===== config.mk =====
export PLATFORM = sky130hd
export DESIGN_NAME = rtr_next_hop_addr_vc
export DESIGN_NICKNAME = d
export VERILOG_FILES = /design/src/rtl/rtr_next_hop_addr_vc_pkg.sv /design/src/rtl/rtr_next_hop_addr_vc_chk.sv /design/src/rtl/rtr_next_hop_dim.sv /design/src/rtl/rtr_next_hop_addr_vc.sv
export SDC_FILE = /design/constraint.sdc
export NUM_CORES = 1
export LEC_CHECK = 0
export ABC_AREA = 0
export CELL_PAD_IN_SITES_DETAIL_PLACEMENT = 1
export CELL_PAD_IN_SITES_GLOBAL_PLACEMENT = 2
export CORE_ASPECT_RATIO = 1.1
export CORE_UTILIZATION = 26
export DETAILED_ROUTE_END_ITERATION = 7
export PLACE_DENSITY_LB_ADDON = 0.1
export SLEW_MARGIN = 25
export SYNTH_ARGS = -nofsm -noshare
export SYNTH_HDL_FRONTEND = slang
export SYNTH_HIERARCHICAL = 1
export SYNTH_SLANG_ARGS = --single-unit
export TNS_END_PERCENT = 1

===== constraint.sdc =====
create_clock -name clk -period 1.3 [get_ports clk]
set_clock_uncertainty 0.1 [all_clocks]
set_input_delay 0.26 -clock clk [delete_from_list [all_inputs] [get_ports clk]]
set_output_delay 0.26 -clock clk [all_outputs]
set_load 0.05 [all_outputs]

===== src/rtl/rtr_next_hop_addr_vc_pkg.sv =====
// Shared constants, types and helpers for the lookahead next-hop address unit.
package rtr_next_hop_addr_vc_pkg;

    localparam int CONNECTIVITY_LINE = 0;
    localparam int CONNECTIVITY_RING = 1;
    localparam int CONNECTIVITY_FULL = 2;

    localparam int ROUTING_TYPE_PHASED_DOR = 0;

    typedef enum logic {
        VC_IDLE   = 1'b0,
        VC_ACTIVE = 1'b1
    } vc_state_e;

    // Ceiling log2; a single-entry range needs zero bits.
    function automatic int clogb(input int value);
        int result;
        result = 0;
        for (int i = 0; i < 31; i++) begin
            if ((32'sd1 <<< i) < value) begin
                result = i + 1;
            end else begin
                result = result;
            end
        end
        return result;
    endfunction

    // Modulo increment over 0..max_value (ring wrap, any radix).
    function automatic int c_incr(input int value, input int max_value);
        int result;
        if (value >= max_value) begin
            result = 32'sd0;
        end else begin
            result = value + 32'sd1;
        end
        return result;
    endfunction

    // Modulo decrement over 0..max_value (ring wrap, any radix).
    function automatic int c_decr(input int value, input int max_value);
        int result;
        if (value <= 32'sd0) begin
            result = max_value;
        end else begin
            result = value - 32'sd1;
        end
        return result;
    endfunction

endpackage


===== src/rtl/rtr_next_hop_addr_vc_chk.sv =====
// Simulation checker: at most one VC may be selected for an accepted flit.
module rtr_next_hop_addr_vc_chk #(
    parameter int num_vcs = 4
) (
    input logic               clk,
    input logic               reset,
    input logic               flit_valid_in,
    input logic [num_vcs-1:0] flit_sel_in_ivc
);

    sel_onehot_a: assert property (@(posedge clk) disable iff (reset)
        flit_valid_in |-> $onehot(flit_sel_in_ivc));

endmodule


===== src/rtl/rtr_next_hop_dim.sv =====
// Single-dimension next-coordinate computation with route error flag.
module rtr_next_hop_dim
    import rtr_next_hop_addr_vc_pkg::*;
#(
    parameter int num_routers_per_dim = 4,
    parameter int connectivity        = CONNECTIVITY_LINE,
    parameter int dim_index           = 0,
    parameter int port_idx_width      = 3,
    parameter int dim_addr_width      = 2
) (
    input  logic [port_idx_width-1:0] route_port,
    input  logic [dim_addr_width-1:0] coord,
    input  logic [dim_addr_width-1:0] dest_coord,
    output logic [dim_addr_width-1:0] next_coord,
    output logic                      error
);

    localparam logic [dim_addr_width-1:0] max_coord = dim_addr_width'(num_routers_per_dim - 1);

    generate
        if (connectivity == CONNECTIVITY_FULL) begin : g_full
            localparam int first_port = dim_index * (num_routers_per_dim - 1);
            localparam int last_port  = first_port + num_routers_per_dim - 2;

            logic routed_s;
            assign routed_s = (int'(route_port) >= first_port) && (int'(route_port) <= last_port);

            // Jump straight to the destination coordinate; jumping to ourselves is illegal.
            always_comb begin
                next_coord = coord;
                error      = 1'b0;
                if (routed_s) begin
                    next_coord = dest_coord;
                    error      = (dest_coord == coord);
                end else begin
                    next_coord = coord;
                    error      = 1'b0;
                end
            end
        end else begin : g_neighbor
            localparam logic [port_idx_width-1:0] down_port = port_idx_width'(2 * dim_index);
            localparam logic [port_idx_width-1:0] up_port   = port_idx_width'(2 * dim_index + 1);

            // Neighbour topologies never look at the destination coordinate.
            logic unused;
            assign unused = ^dest_coord;

            // Step one hop; a ring wraps, a line flags falling off either end.
            always_comb begin
                next_coord = coord;
                error      = 1'b0;
                if (route_port == up_port) begin
                    if (connectivity == CONNECTIVITY_RING) begin
                        next_coord = dim_addr_width'(c_incr(int'(coord), int'(max_coord)));
                    end else if (coord == max_coord) begin
                        error = 1'b1;
                    end else begin
                        next_coord = coord + dim_addr_width'(1);
                    end
                end else if (route_port == down_port) begin
                    if (connectivity == CONNECTIVITY_RING) begin
                        next_coord = dim_addr_width'(c_decr(int'(coord), int'(max_coord)));
                    end else if (coord == {dim_addr_width{1'b0}}) begin
                        error = 1'b1;
                    end else begin
                        next_coord = coord - dim_addr_width'(1);
                    end
                end else begin
                    next_coord = coord;
                    error      = 1'b0;
                end
            end
        end
    endgenerate

endmodule


===== src/rtl/rtr_next_hop_addr_vc.sv =====
// Per-VC registered lookahead next-hop router address with route/sequence error flags.
// Address layout: dimension 0 occupies the most significant coordinate field.
// Destination slice k of dest_info_in sits at bit node_addr_width + k*router_addr_width.
module rtr_next_hop_addr_vc
    import rtr_next_hop_addr_vc_pkg::*;
#(
    parameter int num_vcs              = 4,
    parameter int num_resource_classes = 2,
    parameter int num_routers_per_dim  = 4,
    parameter int num_dimensions       = 2,
    parameter int num_nodes_per_router = 1,
    parameter int connectivity         = CONNECTIVITY_LINE,
    parameter int routing_type         = ROUTING_TYPE_PHASED_DOR,
    localparam int dim_addr_width           = clogb(num_routers_per_dim),
    localparam int router_addr_width        = num_dimensions * dim_addr_width,
    localparam int node_addr_width          = clogb(num_nodes_per_router),
    localparam int num_neighbors_per_dim    = (connectivity == CONNECTIVITY_FULL) ? (num_routers_per_dim - 1) : 2,
    localparam int num_ports                = num_dimensions * num_neighbors_per_dim + num_nodes_per_router,
    localparam int port_idx_width           = clogb(num_ports),
    localparam int resource_class_idx_width = clogb(num_resource_classes),
    localparam int dest_info_width          = num_resource_classes * router_addr_width + node_addr_width,
    localparam int lar_info_width           = port_idx_width + resource_class_idx_width
) (
    input  logic                                 clk,
    input  logic                                 reset,
    input  logic [router_addr_width-1:0]         router_address,
    input  logic                                 flit_valid_in,
    input  logic                                 flit_head_in,
    input  logic                                 flit_tail_in,
    input  logic [num_vcs-1:0]                   flit_sel_in_ivc,
    input  logic [dest_info_width-1:0]           dest_info_in,
    input  logic [lar_info_width-1:0]            lar_info_in,
    output logic [num_vcs*router_addr_width-1:0] next_router_address_ivc,
    output logic [num_vcs-1:0]                   addr_valid_ivc,
    output logic [num_vcs-1:0]                   update_ivc,
    output logic [num_vcs-1:0]                   error_route_ivc,
    output logic [num_vcs-1:0]                   error_seq_ivc
);

    localparam int first_eject_port = num_dimensions * num_neighbors_per_dim;

    logic [port_idx_width-1:0]    route_port_s;
    logic [router_addr_width-1:0] dest_addr_s;
    logic [router_addr_width-1:0] routed_addr_s;
    logic [num_dimensions-1:0]    dim_error_s;
    logic [router_addr_width-1:0] next_addr_s;
    logic                         route_error_s;
    logic [num_vcs-1:0]           vc_hit_s;

    assign route_port_s = lar_info_in[lar_info_width-1 -: port_idx_width];

    generate
        if (num_resource_classes > 1) begin : g_rcsel
            logic [resource_class_idx_width-1:0] route_rcsel_s;
            assign route_rcsel_s = lar_info_in[resource_class_idx_width-1:0];
            assign dest_addr_s   = dest_info_in[node_addr_width + route_rcsel_s * router_addr_width +: router_addr_width];
        end else begin : g_single_rc
            assign dest_addr_s = dest_info_in[node_addr_width +: router_addr_width];
        end
    endgenerate

    generate
        for (genvar d = 0; d < num_dimensions; d++) begin : g_dim
            localparam int msb = router_addr_width - 1 - d * dim_addr_width;
            rtr_next_hop_dim #(
                .num_routers_per_dim (num_routers_per_dim),
                .connectivity        (connectivity),
                .dim_index           (d),
                .port_idx_width      (port_idx_width),
                .dim_addr_width      (dim_addr_width)
            ) u_dim (
                .route_port (route_port_s),
                .coord      (router_address[msb -: dim_addr_width]),
                .dest_coord (dest_addr_s[msb -: dim_addr_width]),
                .next_coord (routed_addr_s[msb -: dim_addr_width]),
                .error      (dim_error_s[d])
            );
        end
    endgenerate

    // Pick the routed address, or stay put for ejection and out-of-range ports.
    always_comb begin
        next_addr_s   = router_address;
        route_error_s = 1'b0;
        if (int'(route_port_s) >= num_ports) begin
            next_addr_s   = router_address;
            route_error_s = 1'b1;
        end else if (int'(route_port_s) >= first_eject_port) begin
            next_addr_s   = router_address;
            route_error_s = 1'b0;
        end else begin
            next_addr_s   = routed_addr_s;
            route_error_s = |dim_error_s;
        end
    end

    assign vc_hit_s = flit_sel_in_ivc & {num_vcs{flit_valid_in}};

    generate
        for (genvar v = 0; v < num_vcs; v++) begin : g_vc
            vc_state_e                    state_r;
            logic [router_addr_width-1:0] addr_r;
            logic                         update_r;
            logic                         err_route_r;
            logic                         err_seq_r;

            // Packet tracking FSM plus address capture and sticky error flags for this VC.
            always_ff @(posedge clk or posedge reset) begin
                if (reset) begin
                    state_r     <= VC_IDLE;
                    addr_r      <= {router_addr_width{1'b0}};
                    update_r    <= 1'b0;
                    err_route_r <= 1'b0;
                    err_seq_r   <= 1'b0;
                end else begin
                    update_r <= vc_hit_s[v] & flit_head_in;
                    if (vc_hit_s[v]) begin
                        if (flit_head_in) begin
                            addr_r <= next_addr_s;
                            if (route_error_s) begin
                                err_route_r <= 1'b1;
                            end
                            if (state_r == VC_ACTIVE) begin
                                err_seq_r <= 1'b1;
                            end
                            state_r <= flit_tail_in ? VC_IDLE : VC_ACTIVE;
                        end else if (state_r == VC_IDLE) begin
                            err_seq_r <= 1'b1;
                        end else if (flit_tail_in) begin
                            state_r <= VC_IDLE;
                        end
                    end
                end
            end

            assign next_router_address_ivc[(num_vcs-v)*router_addr_width-1 -: router_addr_width] = addr_r;
            assign addr_valid_ivc[v]  = (state_r == VC_ACTIVE);
            assign update_ivc[v]      = update_r;
            assign error_route_ivc[v] = err_route_r;
            assign error_seq_ivc[v]   = err_seq_r;
        end
    endgenerate

    rtr_next_hop_addr_vc_chk #(
        .num_vcs (num_vcs)
    ) u_chk (
        .clk             (clk),
        .reset           (reset),
        .flit_valid_in   (flit_valid_in),
        .flit_sel_in_ivc (flit_sel_in_ivc)
    );

endmodule


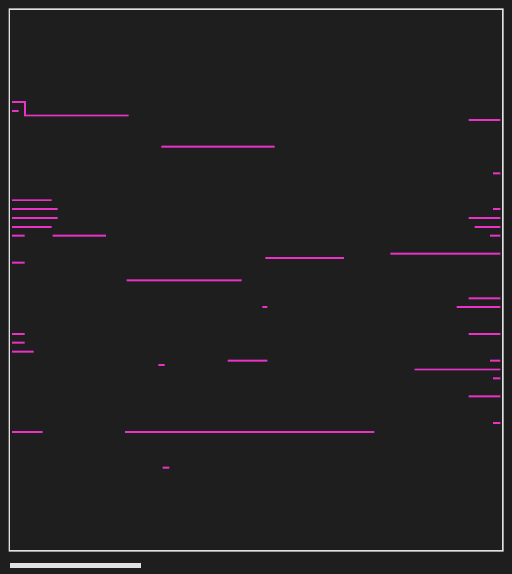
Fig. 1. M3 wires (run 1).
Bar = 20 um.
share of all routed wire = 5.0%
wire length on this layer = 226 um
longest straight run = 37.7 um
nets with wire on the layer = 31

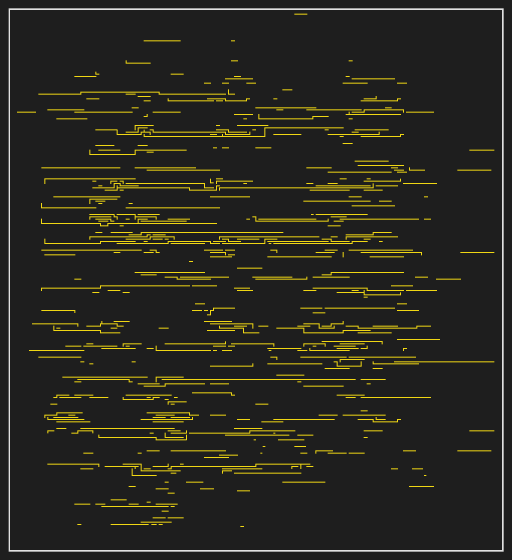
Fig. 2. M1 wires (run 1).
nets with wire on the layer = 181
main direction = horizontal
final wirelength: 4550 um
via count: 1366
M1 GR Usage: 21.2%

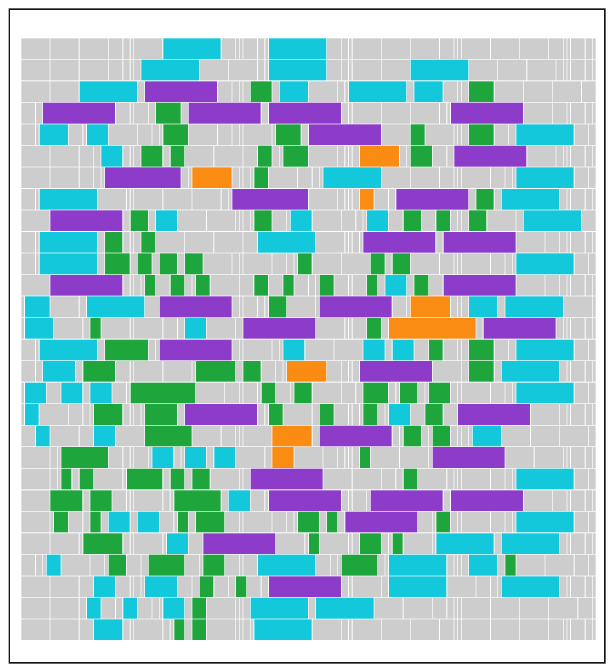
Fig. 3. Cells colored by class (run 1).
Fill, decap, tap and diode cells in gray.
purple -> flip-flops  # cells 32, share of their area 31%
green -> all other logic  # cells 93, share of their area 26%
orange -> clock drivers and dummy loads  # cells 8, share of their area 4.3%
cyan -> other buffers and delay cells  # cells 74, share of their area 39%
utilization after layout: 48.1%
row cnt: 28
core outline area: 0.00554 mm^2
sequential cell area share: 30.2%
Finished Cell Area: 0.00266 mm^2

==> reports/summary.txt, run 1 <==
Status -> finished clean
CLK BUF -> 5
Drt pass-1 iters -> 4
Top layer in use -> met4
Fillcell total -> 623
Top cell excl fill/tap -> buf_12
CP Cell Sequence -> clkdlybuf4s50_1, buf_12, nand3_1, inv_2, a21oi_1
Leak pwr -> 1.16 nW
Combinational Area -> 617 um^2
Global routing usage on met2 -> 28.2%
Clock Latency Late Sink -> 0.29 ns
Family with the most delay on the worst path -> buffers and inverters
Critical path capture point type -> flip-flop
Vias in the first global route -> 1494
Routed met2 length -> 2360 um
GRT Overall Usage -> 17.0%
Worst hold path class -> primary input to async pin
Comb pwr share -> 37.9%
Pre-CTS setup slack -> -0.687 ns
Fin Hold WS -> 0.206 ns
Switch share -> 34.8%
Die Span Y -> 82.4 um
Hold Fails Final Rpt -> 0
==> inputs of run 2 (changes only) <==
--- a/config.mk
+++ b/config.mk
@@ -9,8 +9,10 @@
 export CELL_PAD_IN_SITES_DETAIL_PLACEMENT = 1
 export CELL_PAD_IN_SITES_GLOBAL_PLACEMENT = 2
 export CORE_ASPECT_RATIO = 1.1
+export CORE_MARGIN = 2
 export CORE_UTILIZATION = 26
 export DETAILED_ROUTE_END_ITERATION = 7
+export HOLD_SLACK_MARGIN = 0.12
 export PLACE_DENSITY_LB_ADDON = 0.1
 export SLEW_MARGIN = 25
 export SYNTH_ARGS = -nofsm -noshare
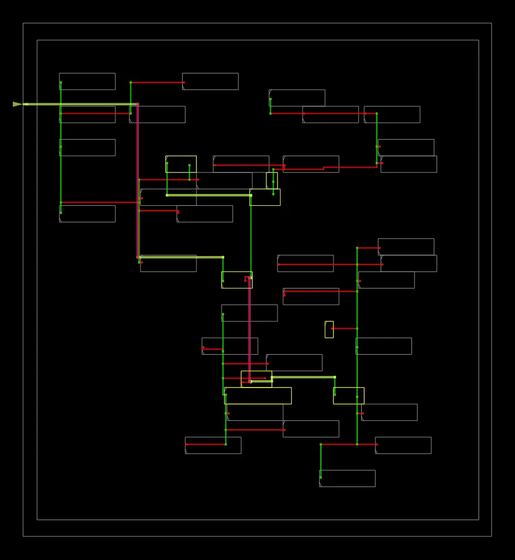
Fig. 4. The clock network (run 2).
Clock Latency Late Sink: 0.28 ns
CLK BUF: 6
clock-net power: 921 uW
registers: 32
CTS Buf Count: 5

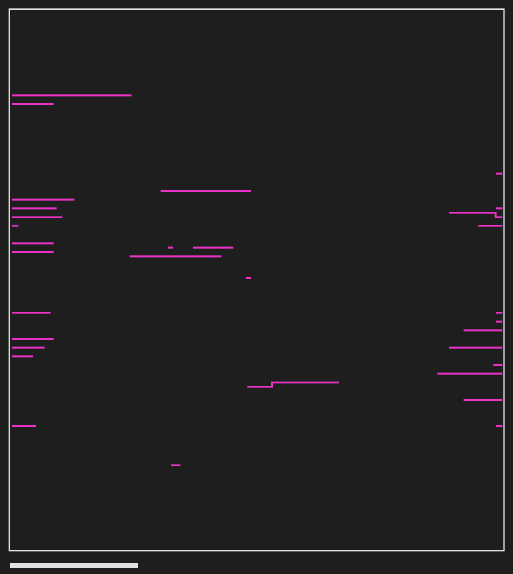
Fig. 5. M3 wires (run 2).
Bar = 20 um.
share of all routed wire = 4.1%
wire length on this layer = 181 um
longest straight run = 18.4 um
main direction = horizontal

==> run 2 against run 1 <==
  * Flip-flop count unchanged
  * Cell count increased by 1.8%
  * Register-to-register slack is essentially flat
  * Critical path type unchanged
  * Largest power group unchanged
==> reports/summary.txt, run 2 <==
Status -> finished clean
Worst hold path class -> primary input to async pin
Fin crit period -> 1.30 ns
Core outline area -> 0.00573 mm^2
Worst slew pin tran -> 0.346 ns
CP Cell Sequence -> clkdlybuf4s15_2, maj3_2, mux2_4, mux2i_4, a21oi_1
Comb group -> 1.35 mW
M1 GR Usage -> 17.0%
Combinational Area -> 621 um^2
Crit path launch type -> primary input
Reg2Reg Launch Point -> g_vc[0].state_r
Root buffer cell -> clkbuf_8
F_max -> 772 MHz
Comb pwr share -> 38.2%
Final Setup Violations -> 0
Dpl hpwl -> 3410 um
Global routing usage on met2 -> 25.7%
Via count -> 1359
Kind of critical path -> primary input to flip-flop
Share of layout cells above drive strength 1 -> 44.3%
P&R area growth vs syn -> 75.8%
Finished Cell Area -> 0.00269 mm^2
Family with the most delay on the worst path -> multiplexers
Vias in the first global route -> 1503
Hold Fails Final Rpt -> 0
Fillcell total -> 641
Leak pwr -> 1.18 nW
Critical path capture point type -> flip-flop
Pre-CTS setup slack -> -0.672 ns
Utilization after layout -> 46.8%
Drt pass-1 iters -> 4
Switch share -> 33.7%
Fin Hold WS -> 0.222 ns
Final wirelength -> 4420 um
Setup TNS -> 0 ns
Top layer in use -> met4
# IOs -> 57
Row cnt -> 29
GRT Overall Usage -> 14.4%
Die Span Y -> 84.4 um
R2r worst-path depth -> 2
Routed met2 length -> 2330 um
Largest net degree at the start of global routing -> 33
Sequential cell area share -> 29.8%
Top cell excl fill/tap -> buf_12
Power figures rest on the tool's default switching activity, not on a simulated workload.
